===== src/rtl/decode_pipe_pkg.sv =====
// Shared decode definitions: control-vector bit map, opcode/funct encodings,
// stage FSM encoding and small helpers used by the decode pipeline.
package decode_pipe_pkg;

  // Minimum control-vector width; wider vectors carry zeros above this.
  localparam int CNTRL_W_MIN = 9;

  // Control-vector bit positions.
  localparam int BR_B     = 0;
  localparam int JP_B     = 1;
  localparam int JR_B     = 2;
  localparam int ALUINB_B = 3;
  localparam int ALUOP_B  = 4;
  localparam int DMWE_B   = 5;
  localparam int RWE_B    = 6;
  localparam int RDST_B   = 7;
  localparam int RWD_B    = 8;

  typedef logic [CNTRL_W_MIN-1:0] ctrl_base_t;

  localparam ctrl_base_t M_BR     = ctrl_base_t'(1) << BR_B;
  localparam ctrl_base_t M_JP     = ctrl_base_t'(1) << JP_B;
  localparam ctrl_base_t M_JR     = ctrl_base_t'(1) << JR_B;
  localparam ctrl_base_t M_ALUINB = ctrl_base_t'(1) << ALUINB_B;
  localparam ctrl_base_t M_ALUOP  = ctrl_base_t'(1) << ALUOP_B;
  localparam ctrl_base_t M_DMWE   = ctrl_base_t'(1) << DMWE_B;
  localparam ctrl_base_t M_RWE    = ctrl_base_t'(1) << RWE_B;
  localparam ctrl_base_t M_RDST   = ctrl_base_t'(1) << RDST_B;
  localparam ctrl_base_t M_RWD    = ctrl_base_t'(1) << RWD_B;

  // Primary opcodes (insn[31:26]).
  localparam logic [5:0] OP_SPECIAL  = 6'h00;
  localparam logic [5:0] OP_REGIMM   = 6'h01;
  localparam logic [5:0] OP_J        = 6'h02;
  localparam logic [5:0] OP_JAL      = 6'h03;
  localparam logic [5:0] OP_BEQ      = 6'h04;
  localparam logic [5:0] OP_BNE      = 6'h05;
  localparam logic [5:0] OP_BLEZ     = 6'h06;
  localparam logic [5:0] OP_BGTZ     = 6'h07;
  localparam logic [5:0] OP_ADDIU    = 6'h09;
  localparam logic [5:0] OP_SLTI     = 6'h0A;
  localparam logic [5:0] OP_SLTIU    = 6'h0B;
  localparam logic [5:0] OP_ORI      = 6'h0D;
  localparam logic [5:0] OP_XORI     = 6'h0E;
  localparam logic [5:0] OP_LUI      = 6'h0F;
  localparam logic [5:0] OP_SPECIAL2 = 6'h1C;
  localparam logic [5:0] OP_LB       = 6'h20;
  localparam logic [5:0] OP_LW       = 6'h23;
  localparam logic [5:0] OP_LBU      = 6'h24;
  localparam logic [5:0] OP_SB       = 6'h28;
  localparam logic [5:0] OP_SW       = 6'h2B;

  // SPECIAL function codes (insn[5:0]).
  localparam logic [5:0] F_SLL  = 6'h00;
  localparam logic [5:0] F_SRL  = 6'h02;
  localparam logic [5:0] F_SRA  = 6'h03;
  localparam logic [5:0] F_SLLV = 6'h04;
  localparam logic [5:0] F_SRLV = 6'h06;
  localparam logic [5:0] F_SRAV = 6'h07;
  localparam logic [5:0] F_JR   = 6'h08;
  localparam logic [5:0] F_JALR = 6'h09;
  localparam logic [5:0] F_MFHI = 6'h10;
  localparam logic [5:0] F_MFLO = 6'h12;
  localparam logic [5:0] F_DIV  = 6'h1A;
  localparam logic [5:0] F_DIVU = 6'h1B;
  localparam logic [5:0] F_ADD  = 6'h20;
  localparam logic [5:0] F_ADDU = 6'h21;
  localparam logic [5:0] F_SUB  = 6'h22;
  localparam logic [5:0] F_SUBU = 6'h23;
  localparam logic [5:0] F_AND  = 6'h24;
  localparam logic [5:0] F_OR   = 6'h25;
  localparam logic [5:0] F_XOR  = 6'h26;
  localparam logic [5:0] F_NOR  = 6'h27;
  localparam logic [5:0] F_SLT  = 6'h2A;
  localparam logic [5:0] F_SLTU = 6'h2B;

  // SPECIAL2 function code for MUL.
  localparam logic [5:0] F2_MUL = 6'h02;

  // Output-slot occupancy.
  typedef enum logic [1:0] {
    ST_EMPTY  = 2'd0,
    ST_FULL   = 2'd1,
    ST_BUBBLE = 2'd2
  } state_t;

  // Sign-extend a 16-bit immediate field.
  function automatic logic [31:0] sext16(input logic [15:0] v);
    return {{16{v[15]}}, v};
  endfunction

endpackage


===== src/rtl/decode_pipe_if.sv =====
// Fetch-side and execute-side handshake bundle of the decode stage.
interface decode_pipe_if
  import decode_pipe_pkg::*;
#(
  parameter int PC_W    = 32,
  parameter int CNTRL_W = CNTRL_W_MIN
);
  logic               in_valid;
  logic               in_ready;
  logic [31:0]        insn;
  logic [PC_W-1:0]    pc;
  logic               flush;
  logic               out_valid;
  logic               out_ready;
  logic [PC_W-1:0]    out_pc;
  logic [4:0]         rs;
  logic [4:0]         rt;
  logic [4:0]         rd;
  logic [31:0]        imm;
  logic [CNTRL_W-1:0] control;
  logic               illegal;
  logic               bubble;

  // Fetch/execute environment side.
  modport master (
    output in_valid, insn, pc, flush, out_ready,
    input  in_ready, out_valid, out_pc, rs, rt, rd, imm, control, illegal, bubble
  );

  // Decode stage side.
  modport slave (
    input  in_valid, insn, pc, flush, out_ready,
    output in_ready, out_valid, out_pc, rs, rt, rd, imm, control, illegal, bubble
  );
endinterface


===== src/rtl/decode_pipe_decode_table.sv =====
// Combinational instruction decoder: opcode/funct table to control vector,
// illegal flag and extended immediate.
module decode_table
  import decode_pipe_pkg::*;
#(
  parameter int CNTRL_W = CNTRL_W_MIN
) (
  input  logic [31:0]        insn,
  output logic [CNTRL_W-1:0] control,
  output logic               illegal,
  output logic [31:0]        imm
);

  logic [5:0] opcode;
  logic [5:0] funct;
  ctrl_base_t base;

  assign opcode = insn[31:26];
  assign funct  = insn[5:0];

  // Table lookup; an untabled encoding flags illegal and leaves control zero.
  always_comb begin
    base    = '0;
    illegal = 1'b0;
    if (insn != 32'h0000_0000) begin
      case (opcode)
        OP_SPECIAL: begin
          case (funct)
            F_ADD, F_ADDU, F_SUB, F_SUBU, F_AND, F_OR, F_XOR, F_NOR,
            F_SLT, F_SLTU, F_SLL, F_SRL, F_SRA, F_SLLV, F_SRLV, F_SRAV,
            F_MFHI, F_MFLO:
              base = M_RWE | M_RDST;
            F_DIV, F_DIVU:
              base = M_RWE;
            F_JR:
              base = M_JP | M_JR;
            F_JALR:
              base = M_JP | M_JR | M_RWE | M_RDST;
            default:
              illegal = 1'b1;
          endcase
        end
        OP_SPECIAL2: begin
          if (funct == F2_MUL) base = M_RWE | M_RDST;
          else                 illegal = 1'b1;
        end
        OP_ADDIU, OP_SLTI, OP_SLTIU, OP_ORI, OP_XORI, OP_LUI:
          base = M_ALUINB | M_RWE;
        OP_LW, OP_LB, OP_LBU:
          base = M_ALUINB | M_RWE | M_RWD;
        OP_SW, OP_SB:
          base = M_ALUINB | M_DMWE;
        OP_J:
          base = M_JP;
        OP_JAL:
          base = M_JP | M_RWE;
        OP_BEQ, OP_BNE, OP_REGIMM, OP_BLEZ, OP_BGTZ:
          base = M_BR | M_ALUOP;
        default:
          illegal = 1'b1;
      endcase
    end
  end

  // Widen the base vector; bits above the defined set stay zero.
  always_comb begin
    control                      = '0;
    control[CNTRL_W_MIN-1:0]     = base;
  end

  // Immediate extension: logical ops zero-extend, LUI shifts up, rest sign-extend.
  always_comb begin
    case (opcode)
      OP_ORI, OP_XORI: imm = {16'h0000, insn[15:0]};
      OP_LUI:          imm = {insn[15:0], 16'h0000};
      default:         imm = sext16(insn[15:0]);
    endcase
  end

endmodule


===== src/rtl/decode_pipe.sv =====
// Single-slot registered decode stage with fetch/execute valid-ready
// handshakes, load-use bubble insertion and flush.
module decode_pipe
  import decode_pipe_pkg::*;
#(
  parameter int PC_W      = 32,
  parameter int CNTRL_W   = CNTRL_W_MIN,
  parameter int HAZARD_EN = 1
) (
  input logic          clk,
  input logic          rst_n,
  decode_pipe_if.slave bus
);

  state_t             state_q;
  state_t             state_d;

  logic [CNTRL_W-1:0] ctrl_p0;
  logic               illegal_p0;
  logic [31:0]        imm_p0;
  logic [4:0]         rs_p0;
  logic [4:0]         rt_p0;
  logic [4:0]         rd_p0;

  logic [PC_W-1:0]    pc_p1;
  logic [4:0]         rs_p1;
  logic [4:0]         rt_p1;
  logic [4:0]         rd_p1;
  logic [31:0]        imm_p1;
  logic [CNTRL_W-1:0] ctrl_p1;
  logic               illegal_p1;
  logic               bubble_p1;
  logic               vld_p1;

  logic               hazard;
  logic               in_ready;
  logic               accept;
  logic               load_bubble;

  // ---- stage p0: combinational decode of the incoming instruction ----
  assign rs_p0 = bus.insn[25:21];
  assign rt_p0 = bus.insn[20:16];
  assign rd_p0 = bus.insn[15:11];

  decode_table #(.CNTRL_W(CNTRL_W)) u_decode_table (
    .insn    (bus.insn),
    .control (ctrl_p0),
    .illegal (illegal_p0),
    .imm     (imm_p0)
  );

  assign vld_p1 = (state_q != ST_EMPTY);

  // Load-use check: held load writes rt, incoming instruction reads it.
  always_comb begin
    hazard = 1'b0;
    if ((HAZARD_EN != 0) && (state_q == ST_FULL) &&
        ctrl_p1[RWD_B] && ctrl_p1[RWE_B] && (rt_p1 != 5'd0) &&
        bus.in_valid && !bus.flush &&
        ((rs_p0 == rt_p1) || (rt_p0 == rt_p1)))
      hazard = 1'b1;
  end

  // Handshake decisions and next slot state; flush overrides everything.
  always_comb begin
    in_ready    = (!vld_p1 || bus.out_ready) && !hazard && !bus.flush;
    accept      = bus.in_valid && in_ready;
    load_bubble = hazard && bus.out_ready;
    state_d     = state_q;
    if (bus.flush) begin
      state_d = ST_EMPTY;
    end else begin
      case (state_q)
        ST_EMPTY: begin
          if (accept) state_d = ST_FULL;
        end
        ST_FULL: begin
          if (bus.out_ready) begin
            if (hazard)      state_d = ST_BUBBLE;
            else if (accept) state_d = ST_FULL;
            else             state_d = ST_EMPTY;
          end
        end
        ST_BUBBLE: begin
          if (bus.out_ready) state_d = accept ? ST_FULL : ST_EMPTY;
        end
        default: state_d = ST_EMPTY;
      endcase
    end
  end

  // Slot state register.
  always_ff @(posedge clk or negedge rst_n) begin
    if (!rst_n) state_q <= ST_EMPTY;
    else        state_q <= state_d;
  end

  // ---- stage p1: registered outputs, loaded on accept or bubble insert ----
  always_ff @(posedge clk or negedge rst_n) begin
    if (!rst_n) begin
      pc_p1      <= '0;
      rs_p1      <= '0;
      rt_p1      <= '0;
      rd_p1      <= '0;
      imm_p1     <= '0;
      ctrl_p1    <= '0;
      illegal_p1 <= 1'b0;
      bubble_p1  <= 1'b0;
    end else if (accept) begin
      pc_p1      <= bus.pc;
      rs_p1      <= rs_p0;
      rt_p1      <= rt_p0;
      rd_p1      <= rd_p0;
      imm_p1     <= imm_p0;
      ctrl_p1    <= ctrl_p0;
      illegal_p1 <= illegal_p0;
      bubble_p1  <= 1'b0;
    end else if (load_bubble) begin
      pc_p1      <= '0;
      rs_p1      <= '0;
      rt_p1      <= '0;
      rd_p1      <= '0;
      imm_p1     <= '0;
      ctrl_p1    <= '0;
      illegal_p1 <= 1'b0;
      bubble_p1  <= 1'b1;
    end
  end

  assign bus.in_ready  = in_ready;
  assign bus.out_valid = vld_p1;
  assign bus.out_pc    = pc_p1;
  assign bus.rs        = rs_p1;
  assign bus.rt        = rt_p1;
  assign bus.rd        = rd_p1;
  assign bus.imm       = imm_p1;
  assign bus.control   = ctrl_p1;
  assign bus.illegal   = illegal_p1;
  assign bus.bubble    = bubble_p1;

endmodule


===== src/flat_wrapper.sv =====
// flat-port wrapper written by rule: the top's interface ports become plain ports
module decode_pipe_flat import decode_pipe_pkg::*;
#(
  parameter int PC_W      = 32,
  parameter int CNTRL_W   = CNTRL_W_MIN,
  parameter int HAZARD_EN = 1
)
  (clk, rst_n, bus_in_valid, bus_insn, bus_pc, bus_flush, bus_out_ready, bus_in_ready, bus_out_valid, bus_out_pc, bus_rs, bus_rt, bus_rd, bus_imm, bus_control, bus_illegal, bus_bubble);
  decode_pipe_if #(.PC_W(PC_W), .CNTRL_W(CNTRL_W)) bus_i ();
  input logic clk;
  input logic rst_n;
  input wire logic [$bits(bus_i.in_valid)-1:0] bus_in_valid;
  input wire logic [$bits(bus_i.insn)-1:0] bus_insn;
  input wire logic [$bits(bus_i.pc)-1:0] bus_pc;
  input wire logic [$bits(bus_i.flush)-1:0] bus_flush;
  input wire logic [$bits(bus_i.out_ready)-1:0] bus_out_ready;
  output wire logic [$bits(bus_i.in_ready)-1:0] bus_in_ready;
  output wire logic [$bits(bus_i.out_valid)-1:0] bus_out_valid;
  output wire logic [$bits(bus_i.out_pc)-1:0] bus_out_pc;
  output wire logic [$bits(bus_i.rs)-1:0] bus_rs;
  output wire logic [$bits(bus_i.rt)-1:0] bus_rt;
  output wire logic [$bits(bus_i.rd)-1:0] bus_rd;
  output wire logic [$bits(bus_i.imm)-1:0] bus_imm;
  output wire logic [$bits(bus_i.control)-1:0] bus_control;
  output wire logic [$bits(bus_i.illegal)-1:0] bus_illegal;
  output wire logic [$bits(bus_i.bubble)-1:0] bus_bubble;
  assign bus_i.in_valid = bus_in_valid;
  assign bus_i.insn = bus_insn;
  assign bus_i.pc = bus_pc;
  assign bus_i.flush = bus_flush;
  assign bus_i.out_ready = bus_out_ready;
  assign bus_in_ready = bus_i.in_ready;
  assign bus_out_valid = bus_i.out_valid;
  assign bus_out_pc = bus_i.out_pc;
  assign bus_rs = bus_i.rs;
  assign bus_rt = bus_i.rt;
  assign bus_rd = bus_i.rd;
  assign bus_imm = bus_i.imm;
  assign bus_control = bus_i.control;
  assign bus_illegal = bus_i.illegal;
  assign bus_bubble = bus_i.bubble;
  decode_pipe #(.PC_W(PC_W), .CNTRL_W(CNTRL_W), .HAZARD_EN(HAZARD_EN)) u_core (.clk(clk), .rst_n(rst_n), .bus(bus_i));
endmodule

===== config.mk =====
export PLATFORM = sky130hd
export DESIGN_NAME = decode_pipe_flat
export DESIGN_NICKNAME = d
export VERILOG_FILES = /design/src/rtl/decode_pipe_pkg.sv /design/src/rtl/decode_pipe_if.sv /design/src/rtl/decode_pipe_decode_table.sv /design/src/rtl/decode_pipe.sv /design/src/flat_wrapper.sv
export SDC_FILE = /design/constraint.sdc
export NUM_CORES = 1
export LEC_CHECK = 0
export CAP_MARGIN = 20
export CORE_MARGIN = 2
export CORE_UTILIZATION = 38
export DETAILED_ROUTE_END_ITERATION = 6
export PLACE_DENSITY = 0.64
export SLEW_MARGIN = 20
export SYNTH_ARGS = -nofsm -noshare
export SYNTH_HDL_FRONTEND = slang
export SYNTH_SLANG_ARGS = --single-unit

===== constraint.sdc =====
create_clock -name clk -period 2.4 [get_ports clk]
set_input_delay 0.36 -clock clk [delete_from_list [all_inputs] [get_ports clk]]
set_output_delay 0.36 -clock clk [all_outputs]
set_load 0.02 [all_outputs]

### I/O pins on the die edge, run 1

Pins as bars across the die edge, other pins in grey.
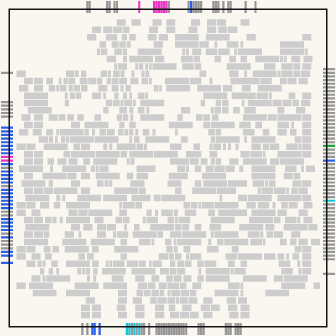
Key: magenta = bus_control [pins 9, direction output, edge 7 top, 2 left]; blue = bus_imm [pins 32, direction output, edge 27 left, 3 bottom, 1 top, 1 right]; green = bus_out_valid [pins 1, direction output, edge right]; cyan = bus_rd [pins 5, direction output, edge 4 bottom, 1 right]
All pins by edge: 54 right, 43 left, 36 bottom, 28 top.
Port-buffer cells: 160
horizontal die size: 118 µm
vertical die dimension: 118 µm

### Wiring by layer, run 1

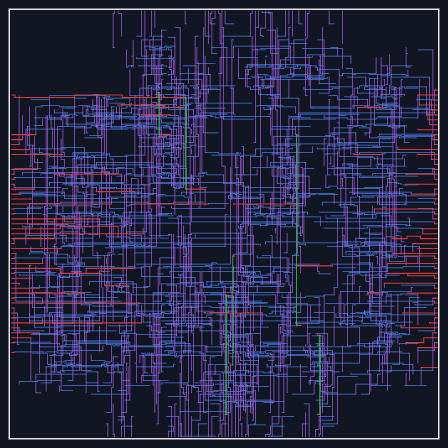
Key: green = metal 4 [wire length 173 µm]; blue = metal 1 [wire length 6,730 µm]; purple = metal 2 [wire length 7,090 µm]; red = metal 3 [wire length 860 µm]
gr usage total: 0.218
vias after detailed routing: 4,382
WL per Instance: 18.0 µm
detailed-route wire length: 14,900 µm

### Selected gate families, run 1

Scale bar: 20 µm.
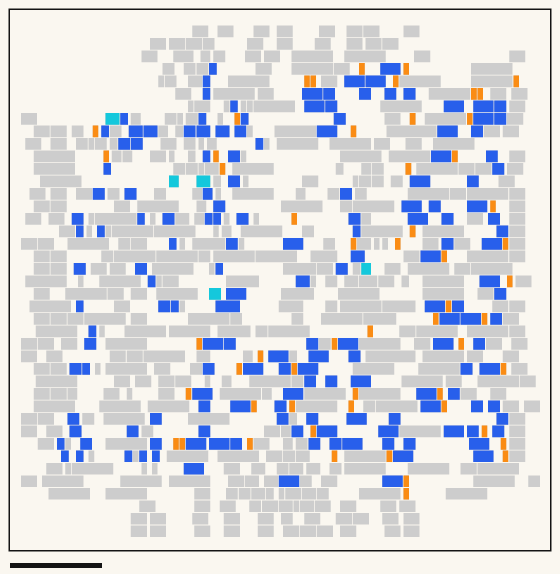
Key: blue = aoi and oai cells [cells 162, where spread over the die]; cyan = and/or cells [cells 5]; orange = inv cells [cells 55]
fraction of area in multi-input gates: 0.299
most frequently placed logic cell in the final layout: sky130_fd_sc_hd__clkdlybuf4s50_1
Cell Count, Final, Fillers Out: 826

==> reports/metrics.yaml, run 1 <==
outcome:
  status: "finished, final reports clean"
die:
  floorplanUtilization: 0.388
  die-area_um2: 13800
final_layout:
  seqCellArea_um2: 2280
  clkbuf_count: 10
  post_route_cells_drive_above_1_share: 0.193
  fin_area_um2: 7260
  layout.filler_cells: 1130
  area_share_nonclk_buffers: 0.285
  mi_comb_cells: 280
setup_path:
  slowest_stage: "sky130_fd_sc_hd__clkdlybuf4s50_1"
  register_to_register_path_depth: 7
  critical_path_required_ps: 2630
  reg2reg_from: "u_core.bus.rt[1]$_DFFE_PN0P_"
  slowest_delay_ps: 500
  timing.critical_path.buf_inv: 3
  classification_of_the_worst_setup_path: "in2reg"
synthesis:
  yosys_register_bits: 91
  yosys.area.top_type: "sky130_fd_sc_hd__dfrtp_1"
  mux_area_frac: 0.00204
  syn_avg_cell_area_um2: 10.4
  synth.cellmix.compoundShare: 0.328
  edff_count_synth: 0
  top_cells_by_area: "sky130_fd_sc_hd__dfrtp_1 46%, sky130_fd_sc_hd__o31ai_2 12%, sky130_fd_sc_hd__o211ai_1 7.5%"
  yosys_warnings: 0
  yosys-dominant-comb-family: "AND-OR/OR-AND gates"
  synth-cells-yosys: 473
  synthXorXnorAreaFrac: 0.0197
power_and_ir_drop:
  sequentialPowerShare: 0.384
  switching_share: 0.308
  power.share.combinational: 0.312
  power_report.internal_total_mw: 3.44
  cellLeakagePower_nw: 2.97
  power.net_switching_mw: 1.53
  power-per-cell-area_nw_per_um2: 684
sta:
  clock-skew-final_ps: 5.72
  setup_viol: 0
  max_slew_margin: 0.523
  worst_pin_slew_ps: 716
  hold_viol_final: 0
  timing_max_transition_violations_final: 0
  unrepaired_setup_endpoints_after_global_routing: "no"
  timing.final.ws_setup_ps: 114
  fmax_mhz: 438
detailed_routing:
  route.top_layer_used: "met4"
  route.detailed.drc: 0
  drtIter0Drc: 267
  drt_pre_antenna_iters: 4
placement:
  routabilityCongestion: 0.906
  dpl_worst_slack_ps: -321
  dp_hpwl_um: 10700
clock_network:
  worst_setup_hold_path_clk_slew_ps: 70
  ctsResizeCount: 4
  clock_tree_from_tritoncts: "built"
  cts_buffer_depth: 2
  cts-hold-fix-buffers: 0
global_routing:
  global_route.overflow_total: 0
  gr-usage-met1: 0.290
  initial_antenna_violation_count: 0
==> run 2, diff against run 1 <==
--- a/config.mk
+++ b/config.mk
@@ -8,6 +8,8 @@
 export CAP_MARGIN = 20
 export CORE_MARGIN = 2
 export CORE_UTILIZATION = 38
+export CTS_BUF_LIST = sky130_fd_sc_hd__clkbuf_8
+export CTS_CLUSTER_DIAMETER = 200
 export DETAILED_ROUTE_END_ITERATION = 6
 export PLACE_DENSITY = 0.64
 export SLEW_MARGIN = 20
### Wiring by layer, run 2

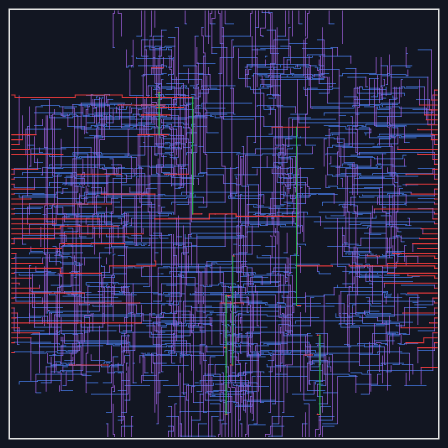
Key: green = metal 4 [wire length 177 µm]; red = metal 3 [wire length 890 µm]; blue = metal 1 [wire length 6,660 µm]; purple = metal 2 [wire length 7,080 µm]
WL per Instance: 17.9 µm
vias after detailed routing: 4,400
gr usage total: 0.217
detailed-route wire length: 14,800 µm

==> reports/metrics.yaml, run 2 <==
outcome:
  status: "finished, final reports clean"
final_layout:
  fin_area_um2: 7170  # -1.3%
  layout.filler_cells: 1144  # +1.2%
  mi_comb_cells: 280  # unchanged
  instances_no_fill: 826  # unchanged
  post_route_cells_drive_above_1_share: 0.197  # +0.00459
  seqCellArea_um2: 2280  # +0.11%
  clkbuf_count: 9  # -1
  final_layout_top_logic_cell: "sky130_fd_sc_hd__clkdlybuf4s50_1"
  comb_share: 0.304  # +0.00461
synthesis:
  yosys-dominant-comb-family: "AND-OR/OR-AND gates"
  synth-cells-yosys: 473  # unchanged
  edff_count_synth: 0  # unchanged
  top_cells_by_area: "sky130_fd_sc_hd__dfrtp_1 46%, sky130_fd_sc_hd__o31ai_2 12%, sky130_fd_sc_hd__o211ai_1 7.5%"
  syn_avg_cell_area_um2: 10.4  # unchanged
  mux_area_frac: 0.00204  # unchanged
  yosys.area.top_type: "sky130_fd_sc_hd__dfrtp_1"
  synthXorXnorAreaFrac: 0.0197  # unchanged
  yosys_register_bits: 91  # unchanged
  synth.cellmix.compoundShare: 0.328  # unchanged
die:
  die.size.x_um: 118  # unchanged
  die-area_um2: 13800  # unchanged
  floorplanUtilization: 0.388  # unchanged
  chipHeight_um: 118  # unchanged
power_and_ir_drop:
  power_report.internal_total_mw: 3.11  # -9.6%
  power-per-cell-area_nw_per_um2: 641  # -6.3%
  cellLeakagePower_nw: 2.93  # -1.5%
  switching_share: 0.324  # +0.0155
  sequentialPowerShare: 0.415  # +0.031
  power.share.combinational: 0.337  # +0.025
  power.net_switching_mw: 1.49  # -2.9%
clock_network:
  cts-hold-fix-buffers: 0  # unchanged
  ctsResizeCount: 4  # unchanged
  clock_tree_from_tritoncts: "built"
detailed_routing:
  drt_pre_antenna_iters: 5  # +1
  route.top_layer_used: "met4"
  drtIter0Drc: 279  # +4.5%
  route.detailed.drc: 0  # unchanged
sta:
  timing.final.ws_setup_ps: 149  # +34.8 ps
  max_slew_margin: 0.516  # -0.00676
  clock-skew-final_ps: 9.55  # +3.84 ps
  unrepaired_setup_endpoints_after_global_routing: "no"
  timing_max_transition_violations_final: 0  # unchanged
setup_path:
  slowest_delay_ps: 500  # about the same
  slowest_stage: "sky130_fd_sc_hd__clkdlybuf4s50_1"
  critical_path_required_ps: 2660  # +30 ps
  reg2reg_from: "u_core.bus.rt[4]$_DFFE_PN0P_"
global_routing:
  gr-usage-met1: 0.292  # +0.00125
  initial_antenna_violation_count: 0  # unchanged
  global_route.overflow_total: 0  # unchanged
Power and IR drop assume default switching activity.
